### src/rtl/color_match_ctrl_if.sv
// color_match_ctrl_if: the signal bundle between the colour-match game
// controller and its surroundings (the player, the colour generator and the
// status display).
//   master : drives start, color_in, guess_vld, guess; observes the status.
//   slave  : the controller; drives change, show_en, show_color, score,
//            lives, hit, miss, game_over, state.
// SCORE_W must match the controller's SCORE_W.
interface color_match_ctrl_if #(
  parameter int SCORE_W = 8
);
  logic               start;
  logic [2:0]         color_in;
  logic               guess_vld;
  logic [2:0]         guess;
  logic               change;
  logic               show_en;
  logic [2:0]         show_color;
  logic [SCORE_W-1:0] score;
  logic [1:0]         lives;
  logic               hit;
  logic               miss;
  logic               game_over;
  logic [2:0]         state;

  modport master (
    output start, color_in, guess_vld, guess,
    input  change, show_en, show_color, score, lives, hit, miss, game_over, state
  );

  modport slave (
    input  start, color_in, guess_vld, guess,
    output change, show_en, show_color, score, lives, hit, miss, game_over, state
  );
endinterface

### src/rtl/color_match_ctrl.sv
// color_match_ctrl: colour-match game controller, clocked by the same 1 Hz
// clock as the random colour generator.
// Each round requests a new colour, latches it as the target, shows it for
// SHOW_CYCLES, then waits up to TIMEOUT_CYCLES for a guess. Hits add to a
// saturating score; misses (wrong guess or timeout) cost a life; the game
// ends when the last life is lost.
// Ports:
//   clk1Hz  1 Hz game clock
//   rst     asynchronous, active-high reset
//   bus     slave side of color_match_ctrl_if:
//           in : start, color_in, guess_vld, guess
//           out: change, show_en, show_color, score, lives, hit, miss,
//                game_over, state (all Moore, decoded from registered state)
module color_match_ctrl #(
  parameter int SHOW_CYCLES    = 3,
  parameter int TIMEOUT_CYCLES = 5,
  parameter int MAX_LIVES      = 3,
  parameter int SCORE_W        = 8
) (
  input  logic               clk1Hz,
  input  logic               rst,
  color_match_ctrl_if.slave  bus
);

  typedef enum logic [2:0] {
    S_IDLE   = 3'd0,
    S_REQ    = 3'd1,
    S_LATCH  = 3'd2,
    S_SHOW   = 3'd3,
    S_WAIT   = 3'd4,
    S_RESULT = 3'd5,
    S_OVER   = 3'd6
  } state_t;

  // One down-counter serves both the show phase and the guess window.
  localparam int TMAX    = (SHOW_CYCLES > TIMEOUT_CYCLES) ? SHOW_CYCLES : TIMEOUT_CYCLES;
  localparam int TIMER_W = (TMAX > 1) ? $clog2(TMAX) : 1;

  localparam logic [TIMER_W-1:0] SHOW_LOAD = TIMER_W'(SHOW_CYCLES - 1);
  localparam logic [TIMER_W-1:0] WAIT_LOAD = TIMER_W'(TIMEOUT_CYCLES - 1);
  localparam logic [1:0]         LIVES_INI = 2'(MAX_LIVES);
  localparam logic [SCORE_W-1:0] SCORE_MAX = {SCORE_W{1'b1}};

  state_t             state_q, state_d;
  logic [2:0]         target_q, target_d;
  logic [SCORE_W-1:0] score_q, score_d;
  logic [1:0]         lives_q, lives_d;
  logic [TIMER_W-1:0] timer_q, timer_d;
  logic               verdict_q, verdict_d;

  // NOTE: state registers use non-blocking assignments so every register
  // samples the pre-edge values computed by the combinational block.
  always_ff @(posedge clk1Hz or posedge rst) begin
    if (rst) begin
      state_q   <= S_IDLE;
      target_q  <= 3'b000;
      score_q   <= '0;
      lives_q   <= LIVES_INI;
      timer_q   <= '0;
      verdict_q <= 1'b0;
    end else begin
      state_q   <= state_d;
      target_q  <= target_d;
      score_q   <= score_d;
      lives_q   <= lives_d;
      timer_q   <= timer_d;
      verdict_q <= verdict_d;
    end
  end

  always_comb begin
    // NOTE: every value is defaulted to "hold" first so no path through the
    // case statement leaves a signal unassigned and infers a latch.
    state_d   = state_q;
    target_d  = target_q;
    score_d   = score_q;
    lives_d   = lives_q;
    timer_d   = timer_q;
    verdict_d = verdict_q;

    case (state_q)
      S_IDLE, S_OVER: begin
        if (bus.start) begin
          state_d = S_REQ;
          score_d = '0;
          lives_d = LIVES_INI;
        end
      end
      // The generator advances on the edge leaving REQ, so its new colour
      // is stable throughout LATCH.
      S_REQ: state_d = S_LATCH;
      S_LATCH: begin
        target_d = bus.color_in;
        timer_d  = SHOW_LOAD;
        state_d  = S_SHOW;
      end
      S_SHOW: begin
        if (timer_q == '0) begin
          timer_d = WAIT_LOAD;
          state_d = S_WAIT;
        end else begin
          timer_d = timer_q - 1'b1;
        end
      end
      S_WAIT: begin
        // A guess on the final window cycle beats the timeout.
        if (bus.guess_vld) begin
          verdict_d = (bus.guess == target_q);
          state_d   = S_RESULT;
        end else if (timer_q == '0) begin
          verdict_d = 1'b0;
          state_d   = S_RESULT;
        end else begin
          timer_d = timer_q - 1'b1;
        end
      end
      S_RESULT: begin
        if (verdict_q) begin
          if (score_q != SCORE_MAX) score_d = score_q + 1'b1;
          state_d = S_REQ;
        end else begin
          lives_d = lives_q - 2'd1;
          state_d = (lives_q == 2'd1) ? S_OVER : S_REQ;
        end
      end
      default: state_d = S_IDLE;
    endcase
  end

  assign bus.change     = (state_q == S_REQ);
  assign bus.show_en    = (state_q == S_SHOW);
  assign bus.show_color = (state_q == S_SHOW) ? target_q : 3'b000;
  assign bus.score      = score_q;
  assign bus.lives      = lives_q;
  assign bus.hit        = (state_q == S_RESULT) &&  verdict_q;
  assign bus.miss       = (state_q == S_RESULT) && !verdict_q;
  assign bus.game_over  = (state_q == S_OVER);
  assign bus.state      = state_q;

endmodule
### src/flat_wrapper.sv
// flat-port wrapper written by rule: the top's interface ports become plain ports
module color_match_ctrl_flat 
#(
  parameter int SHOW_CYCLES    = 3,
  parameter int TIMEOUT_CYCLES = 5,
  parameter int MAX_LIVES      = 3,
  parameter int SCORE_W        = 8
)
  (clk1Hz, rst, bus_start, bus_color_in, bus_guess_vld, bus_guess, bus_change, bus_show_en, bus_show_color, bus_score, bus_lives, bus_hit, bus_miss, bus_game_over, bus_state);
  color_match_ctrl_if #(.SCORE_W(SCORE_W)) bus_i ();
  input  logic clk1Hz;
  input  logic rst;
  input wire logic [$bits(bus_i.start)-1:0] bus_start;
  input wire logic [$bits(bus_i.color_in)-1:0] bus_color_in;
  input wire logic [$bits(bus_i.guess_vld)-1:0] bus_guess_vld;
  input wire logic [$bits(bus_i.guess)-1:0] bus_guess;
  output wire logic [$bits(bus_i.change)-1:0] bus_change;
  output wire logic [$bits(bus_i.show_en)-1:0] bus_show_en;
  output wire logic [$bits(bus_i.show_color)-1:0] bus_show_color;
  output wire logic [$bits(bus_i.score)-1:0] bus_score;
  output wire logic [$bits(bus_i.lives)-1:0] bus_lives;
  output wire logic [$bits(bus_i.hit)-1:0] bus_hit;
  output wire logic [$bits(bus_i.miss)-1:0] bus_miss;
  output wire logic [$bits(bus_i.game_over)-1:0] bus_game_over;
  output wire logic [$bits(bus_i.state)-1:0] bus_state;
  assign bus_i.start = bus_start;
  assign bus_i.color_in = bus_color_in;
  assign bus_i.guess_vld = bus_guess_vld;
  assign bus_i.guess = bus_guess;
  assign bus_change = bus_i.change;
  assign bus_show_en = bus_i.show_en;
  assign bus_show_color = bus_i.show_color;
  assign bus_score = bus_i.score;
  assign bus_lives = bus_i.lives;
  assign bus_hit = bus_i.hit;
  assign bus_miss = bus_i.miss;
  assign bus_game_over = bus_i.game_over;
  assign bus_state = bus_i.state;
  color_match_ctrl #(.SHOW_CYCLES(SHOW_CYCLES), .TIMEOUT_CYCLES(TIMEOUT_CYCLES), .MAX_LIVES(MAX_LIVES), .SCORE_W(SCORE_W)) u_core (.clk1Hz(clk1Hz), .rst(rst), .bus(bus_i));
endmodule
### config.mk
export PLATFORM = sky130hd
export DESIGN_NAME = color_match_ctrl_flat
export DESIGN_NICKNAME = d
export VERILOG_FILES = /design/src/rtl/color_match_ctrl_if.sv /design/src/rtl/color_match_ctrl.sv /design/src/flat_wrapper.sv
export SDC_FILE = /design/constraint.sdc
export NUM_CORES = 1
export LEC_CHECK = 0
export ABC_CLOCK_PERIOD_IN_PS = 3250
export CORE_MARGIN = 5
export CORE_UTILIZATION = 35
export DETAILED_ROUTE_END_ITERATION = 7
export PLACE_DENSITY_LB_ADDON = 0.25
export SYNTH_ARGS = -nofsm -noshare
export SYNTH_HDL_FRONTEND = slang
export SYNTH_SLANG_ARGS = --single-unit
export TNS_END_PERCENT = 20
### constraint.sdc
create_clock -name clk1Hz -period 3.25 [get_ports clk1Hz]
set_input_delay 0.325 -clock clk1Hz [delete_from_list [all_inputs] [get_ports clk1Hz]]
set_output_delay 0.325 -clock clk1Hz [all_outputs]
set_load 0.02 [all_outputs]
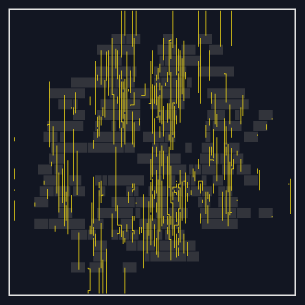
**Above:** run 1 (M2 wires).
Drawn at 4 px/um.
share of all routed wire	48%
longest straight run	32.6 um
main direction	vertical
wire length on this layer	1,390 um
total wire length: 2.89 mm
M2 GR Usage: 19.6%
via count of the routed design: 1,113

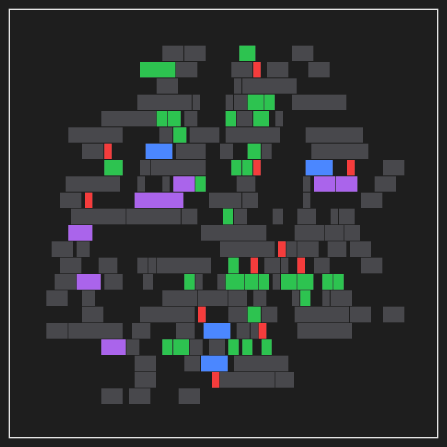
**Above:** run 1 (gate-type map).
Drawn at 6 px/um.
family	colour	cells
inverters	red	11
inverting AOI/OAI gates	green	31
multiplexers	purple	7
adder and majority cells	blue	4
multi-input gate share of total cell area: 42.1%
fin cells: 213

==> notes.md, run 1 <==
impl run done, here's what came out: Post-synth EDFFs=0, Layout Nets=180, VDD IR max=418 uV, comb_multi_in=100, clock latency on the worst-skew pair=0.26 ns, Post-synth seq share=38.4%, maxcap violations=0, worst setup path end=bus_miss, Simple Share, Synth=approximately a fifth, clock power share=17.1%, Final setup violation count=0, max FFs per register=8, comb pwr=719 uW, Design Power=~1.5 mW, Clock net power=248 uW, Largest cell class=multi-input combinational cells, Yosys cell types=47, Pint=860 uW, initial DRC count=about 120, Final Cycle Share=75.2%, H-tree levels=1, FA/HA/MAJ Cells, Area Fraction=roughly 3.8%, Tap Cells=between 40 and 50, reg2reg setup slack=between 1 and 1.5 ns, placed instance area=1620 um2, clk_buf instances=3, commonest cells in the synthesized netlist=18 x dfrtp_1, 12 x a21oi_1, 11 x inv_1, XOR Share, Synth=2.68%, DRC viols=0, Rel. slew slack=47.6%, final hold violation count=0, critical path arrival=2.12 ns, Sw Ratio=around 40%, total negative setup slack=0 ns, Mapped Avg Cell Area=between 9 and 10 um2, CTS tree=done, setup ws final=between 0.8 and 0.9 ns, final slew viol count=0, Top cell area share=between 30% and 40%, Psw=593 uW, FFs & Latches=20, CP bufs+invs=1, kind of critical path=reg2out, Comb power frac=between 40% and 50%, Crit path max-delay family=flip-flops, status=finished, final reports clean, Hold Path Cell Cnt=1, startpoint types=flip-flop, Register-to-Register Path Depth=4, min cycle time layout=2.44 ns, CTS Sinks=20, Setup crit end kind=primary output, HP Start=u_core.timer_q[2]$_DFFE_PP0P_, chip area=5060 um2, first-pass GRT wire length=between 5 and 6 mm, Reg area=503 um2, Synth warnings=0, Max FO, Critical Path=20, Setup WS pre-CTS=1.11 ns, post-detail-place hpwl=2.22 mm, aoi share=20.9%, non-clock buffer count=30, seq pwr=487 uW, iteration tally of the first detailed-router pass=4, OpenROAD warning count=27, Leak=0.710 nW, met2 WL=1.39 mm, Placed Instances=209, Num CTS Buffers=3, yosys stat chip area=1310 um2, dominant register cell=dfrtp_1
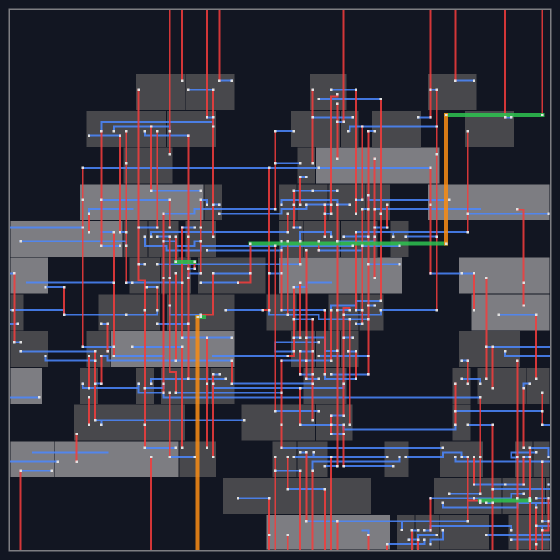
**Above:** run 1 (a small window of the routed layout).
Window x 16 to 56, y 30 to 70 um. Cells in grey, sequential cells in the stronger grey; small squares are vias.
layer	colour
metal 4	orange
metal 1	blue
metal 3	green
metal 2	red
netlist names of flops here include	`u_core.bus.score` (7), `u_core.bus.lives` (2)
most frequent	clkdlybuf4s50_1 (9), dfrtp_1 (8)
sequential cells in the window	10
cells with their middle in the window	73

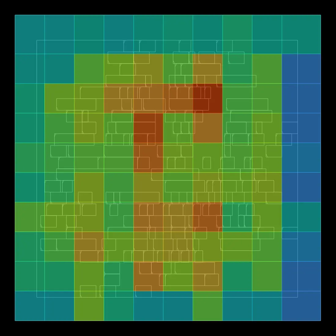
**Above:** run 1 (routing congestion map).
GR peak layer: met2
met3 GRT Util: 2.84%
M1 GR Usage: 15.8%
WL/cell: 13.5 um
All-Layer GR Usage: 12.0%

**Run 1: register map, names as in the netlist**

Drawn at 6 px/um.
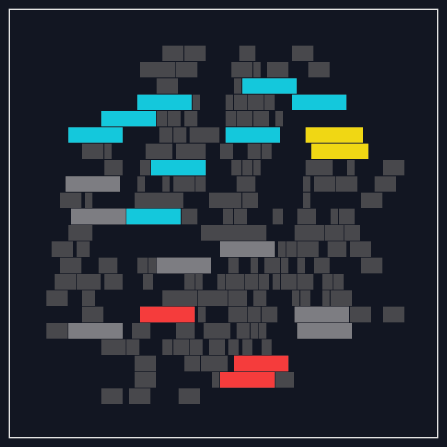

==> run 1 -> run 2 <==
Settings changed: ABC_CLOCK_PERIOD_IN_PS 3250 to 2110.
Clock period 3.25 ns to 2.11 ns, I/O delays scaled along.
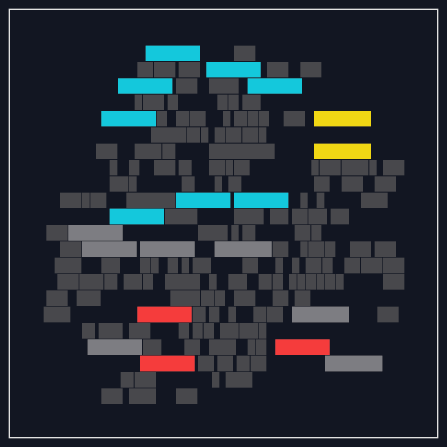
**Above:** run 2 (register map, names as in the netlist).
Drawn at 6 px/um.
signal	colour	flops
`u_core.timer_q`	red	3
`u_core.bus.lives`	yellow	2
`u_core.bus.score`	cyan	8
not coloured	7
seq pwr: 732 uW
Reg area: 507 um2
fin util: 48.1%
flop share of the area: 29.0%

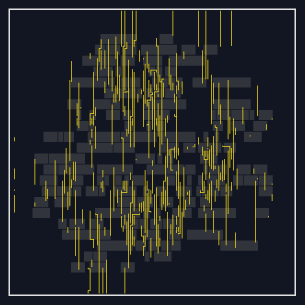
**Above:** run 2 (M2 wires).
Drawn at 4 px/um.
main direction	vertical
nets with wire on the layer	154
share of all routed wire	46%
total wire length: 2.91 mm
M2 GR Usage: 19.0%
via count of the routed design: 1,126

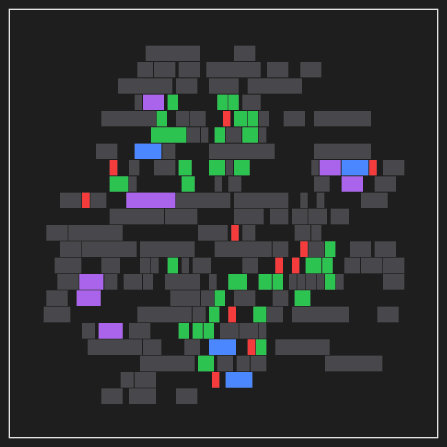
**Above:** run 2 (gate-type map).
Drawn at 6 px/um.
family	colour	cells
inverters	red	11
inverting AOI/OAI gates	green	31
multiplexers	purple	7
adder and majority cells	blue	4

==> notes.md, run 2 <==
impl run done, here's what came out: logic area=roughly 710 um2, met2 WL=1.34 mm (-3.2%), Hold Slack=roughly 0.25 ns, Yosys cell types=47 (unchanged), H-tree levels=1 (unchanged), Psw=937 uW (+58%), iteration tally of the first detailed-router pass=4 (unchanged), FA/HA/MAJ Cells, Area Fraction=3.82% (unchanged), Design Power=2.31 mW (+59%), total negative setup slack=0 ns (unchanged), commonest cells in the synthesized netlist=18 x dfrtp_1, 12 x a21oi_1, 11 x inv_1, Synth warnings=0 (unchanged), Synth logic family=AND-OR/OR-AND gates, Register-to-Register Path Depth=5 (+1), OpenROAD warning count=27 (unchanged), clk_buf instances=3 (unchanged), M1 GR Usage=16.2% (+0.48 points), VDD IR max=493 uV (+18%), dominant register cell=dfrtp_1, Hold Path Class=in2async, reg2reg setup slack=0.35 ns (-1.04 ns), stages on the worst setup path=2, met3 GRT Util=3.41% (+0.57 points), Placed Instances=215 (+2.9%), CP required=1.90 ns, kind of critical path=reg2out, worst slew pin tran=between 0.4 and 0.5 ns, All-Layer GR Usage=12.5% (+0.48 points), multi-input gate share of total cell area=40.8% (-1.4 points), Final Cycle Share=95.4%, clock latency on the worst-skew pair=0.27 ns (about the same), reg2reg start=u_core.bus.state[0]$_DFFE_PP0P_, non-clock buffer count=36 (+20%), placed instance area=1660 um2 (+2.8%), final slew viol count=0 (unchanged), WL/cell=13.3 um (-2.0%), FFs & Latches=20 (unchanged), cell count after synthesis=around 140, fin cells=219 (+2.8%), aoi share=20.9% (unchanged), DIE WIDTH=71.2 um, Max FO, Critical Path=12 (-40%), clock power share=17.0% (about the same), Rel. slew slack=72.0% (+24 points), GR peak layer=met2, cts hold-fix bufs=0, Comb power frac=51.4% (+1.9 points), Num CTS Buffers=3 (unchanged), Tap Cells=48 (unchanged), Sw Ratio=40.5% (-0.30 points), CTS Sinks=20 (unchanged), yosys stat chip area=1310 um2 (unchanged), post-CTS setup buffer count=0, worst setup path end=bus_hit, Leak=0.801 nW (+13%), initial antenna violation count=0, met3 wire len=about 150 um, Critical Path Max Stage Delay=~0.62 ns, comb pwr=1.19 mW (+66%), Synth area leader=dfrtp_1, Post-synth EDFFs=0 (unchanged), DRC viols=0 (unchanged), setup ws final=0.0971 ns (-0.710 ns), min cycle time layout=between 2 and 2.5 ns, startpoint types=flip-flop, Mapped Avg Cell Area=9.42 um2 (unchanged), CP bufs+invs=1 (unchanged), Setup WS pre-CTS=0.222 ns (-0.887 ns), max FFs per register=8 (unchanged), initial DRC count=76 (-38%), post-detail-place hpwl=2.15 mm (-2.9%), Crit path max-delay family=buffers and inverters, comb_multi_in=100 (unchanged), PortBufs=30, Pint=1.38 mW (+60%), unrepaired setup endpoints after global routing=no, number of top-level pins=31, CTS tree=done, Final setup violation count=0 (unchanged), XOR Share, Synth=2.68% (unchanged), final hold violation count=0 (unchanged), first-pass GRT wire length=5.06 mm (+0.14%), Top cell area share=34.4% (unchanged), status=finished, final reports clean, maxcap violations=0 (unchanged), chip area=5060 um2 (unchanged), post-route ant nets=0, Clock net power=392 uW (+58%), Simple Share, Synth=20.3% (unchanged), Mapped Area=1310 um2, Largest cell class=multi-input combinational cells, Setup crit end kind=primary output, Layout Nets=186 (+3.3%), Reg-to-Reg End=u_core.timer_q[2]$_DFFE_PP0P_, Non-clock buffer share=20.3%, critical path arrival=1.80 ns (-0.32 ns), Post-synth seq share=38.4% (unchanged)
**Run 2: routing congestion map**

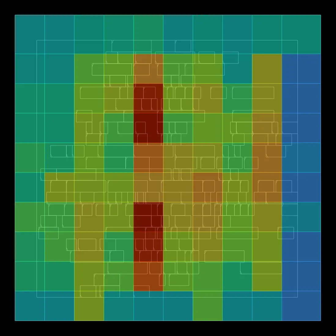

==> run 2 -> run 3 <==
Settings changed: GPL_TIMING_DRIVEN set to 0.
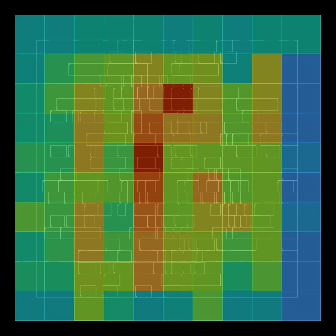
**Above:** run 3 (routing congestion map).
M1 GR Usage: 16.5%
WL/cell: 13.5 um
M2 GR Usage: 19.8%
met3 GRT Util: 3.41%
fin util: 47.7%

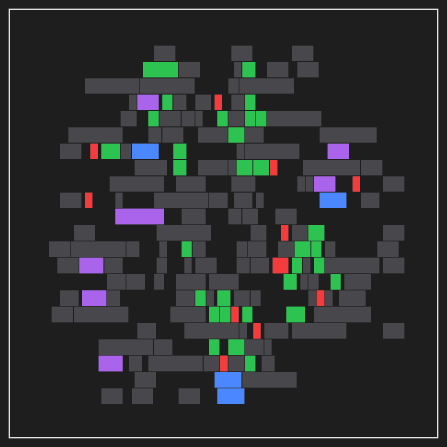
**Above:** run 3 (gate-type map).
Drawn at 6 px/um.
family	colour	cells
inverters	red	11
multiplexers	purple	7
inverting AOI/OAI gates	green	31
adder and majority cells	blue	4
multi-input gate share of total cell area: 41.3%
fin cells: 220
dominant logic cell type in the layout: clkdlybuf4s50_1

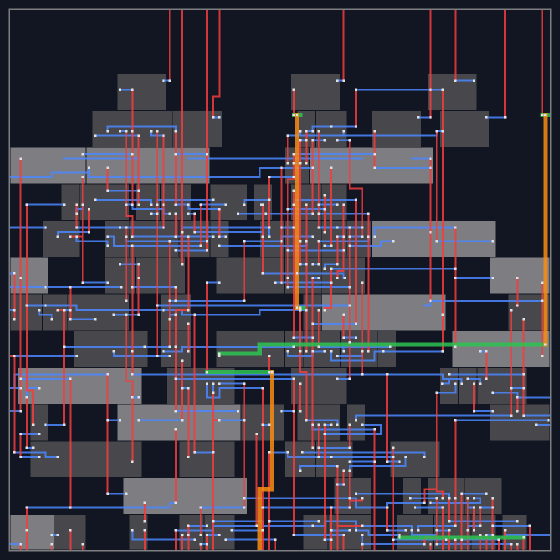
**Above:** run 3 (a small window of the routed layout).
Window x 16 to 56, y 30 to 70 um. Cells in grey, sequential cells in the stronger grey; small squares are vias.
layer	colour
metal 3	green
metal 4	orange
metal 2	red
metal 1	blue
most frequent	clkdlybuf4s50_1 (8), dfrtp_1 (8), nand2_1 (7)
cells with their middle in the window	83
netlist names of flops here include	`u_core.bus.score` (7)
sequential cells in the window	9

==> notes.md, run 3 <==
impl run done, here's what came out: Comb power frac=55.6% (+4.2 points), Mapped Avg Cell Area=9.42 um2 (unchanged), VDD IR max=511 uV (+3.6%), unrepaired setup endpoints after global routing=yes, total wire length=2.96 mm (+1.9%), clock power share=13.9% (-3.1 points), met3 wire len=152 um (unchanged), comb pwr=1.21 mW (about the same), Hold Slack=0.392 ns (+0.137 ns), total negative setup slack=0 ns (unchanged), DRC viols=0 (unchanged), placed instance area=1670 um2 (+0.53%), reg2reg setup slack=0.36 ns (about the same), number of top-level pins=31 (unchanged), H-tree levels=1 (unchanged), worst slew pin tran=0.790 ns (+0.374 ns), Synth logic family=AND-OR/OR-AND gates, Reg area=504 um2 (-0.49%), FFs & Latches=20 (unchanged), via count of the routed design=1,144 (+1.6%), setup ws final=0.0565 ns (-0.0407 ns), seq pwr=665 uW (-9.2%), Synth area leader=dfrtp_1, iteration tally of the first detailed-router pass=4 (unchanged), CP required=1.90 ns (about the same), yosys stat chip area=1310 um2 (unchanged), Placed Instances=217 (+0.93%), Tap Cells=48 (unchanged), Reg-to-Reg End=u_core.timer_q[1]$_DFFE_PP0P_, post-detail-place hpwl=2.27 mm (+5.6%), Register-to-Register Path Depth=7 (+2), Design Power=2.18 mW (-5.7%), dominant register cell=dfrtp_1, met2 WL=1.38 mm (+3.1%), kind of critical path=reg2out, Crit path max-delay family=buffers and inverters, FA/HA/MAJ Cells, Area Fraction=3.82% (unchanged), status=finished, final reports clean, first-pass GRT wire length=5.24 mm (+3.4%), XOR Share, Synth=2.68% (unchanged), Num CTS Buffers=3 (unchanged), Final setup violation count=0 (unchanged), initial antenna violation count=0 (unchanged), Largest cell class=multi-input combinational cells, post-route ant nets=0 (unchanged), reg2reg start=u_core.timer_q[0]$_DFFE_PP0P_, comb_multi_in=100 (unchanged), CTS tree=done, commonest cells in the synthesized netlist=18 x dfrtp_1, 12 x a21oi_1, 11 x inv_1, Non-clock buffer share=20.3% (about the same), Rel. slew slack=47.3% (-25 points), clk_buf instances=4 (+1), Psw=926 uW (-1.2%), CP bufs+invs=2 (+1), Mapped Area=1310 um2 (unchanged), chip area=5060 um2 (unchanged), Final Cycle Share=97.3% (+1.9 points), Setup WS pre-CTS=-0.0705 ns (-0.292 ns), Pint=1.26 mW (-8.7%), Post-synth seq share=38.4% (unchanged), Hold Path Class=in2async, Leak=0.778 nW (-2.9%), Sw Ratio=42.5% (+1.9 points)
No activity file was given, so power comes from the tool's default toggle rates.
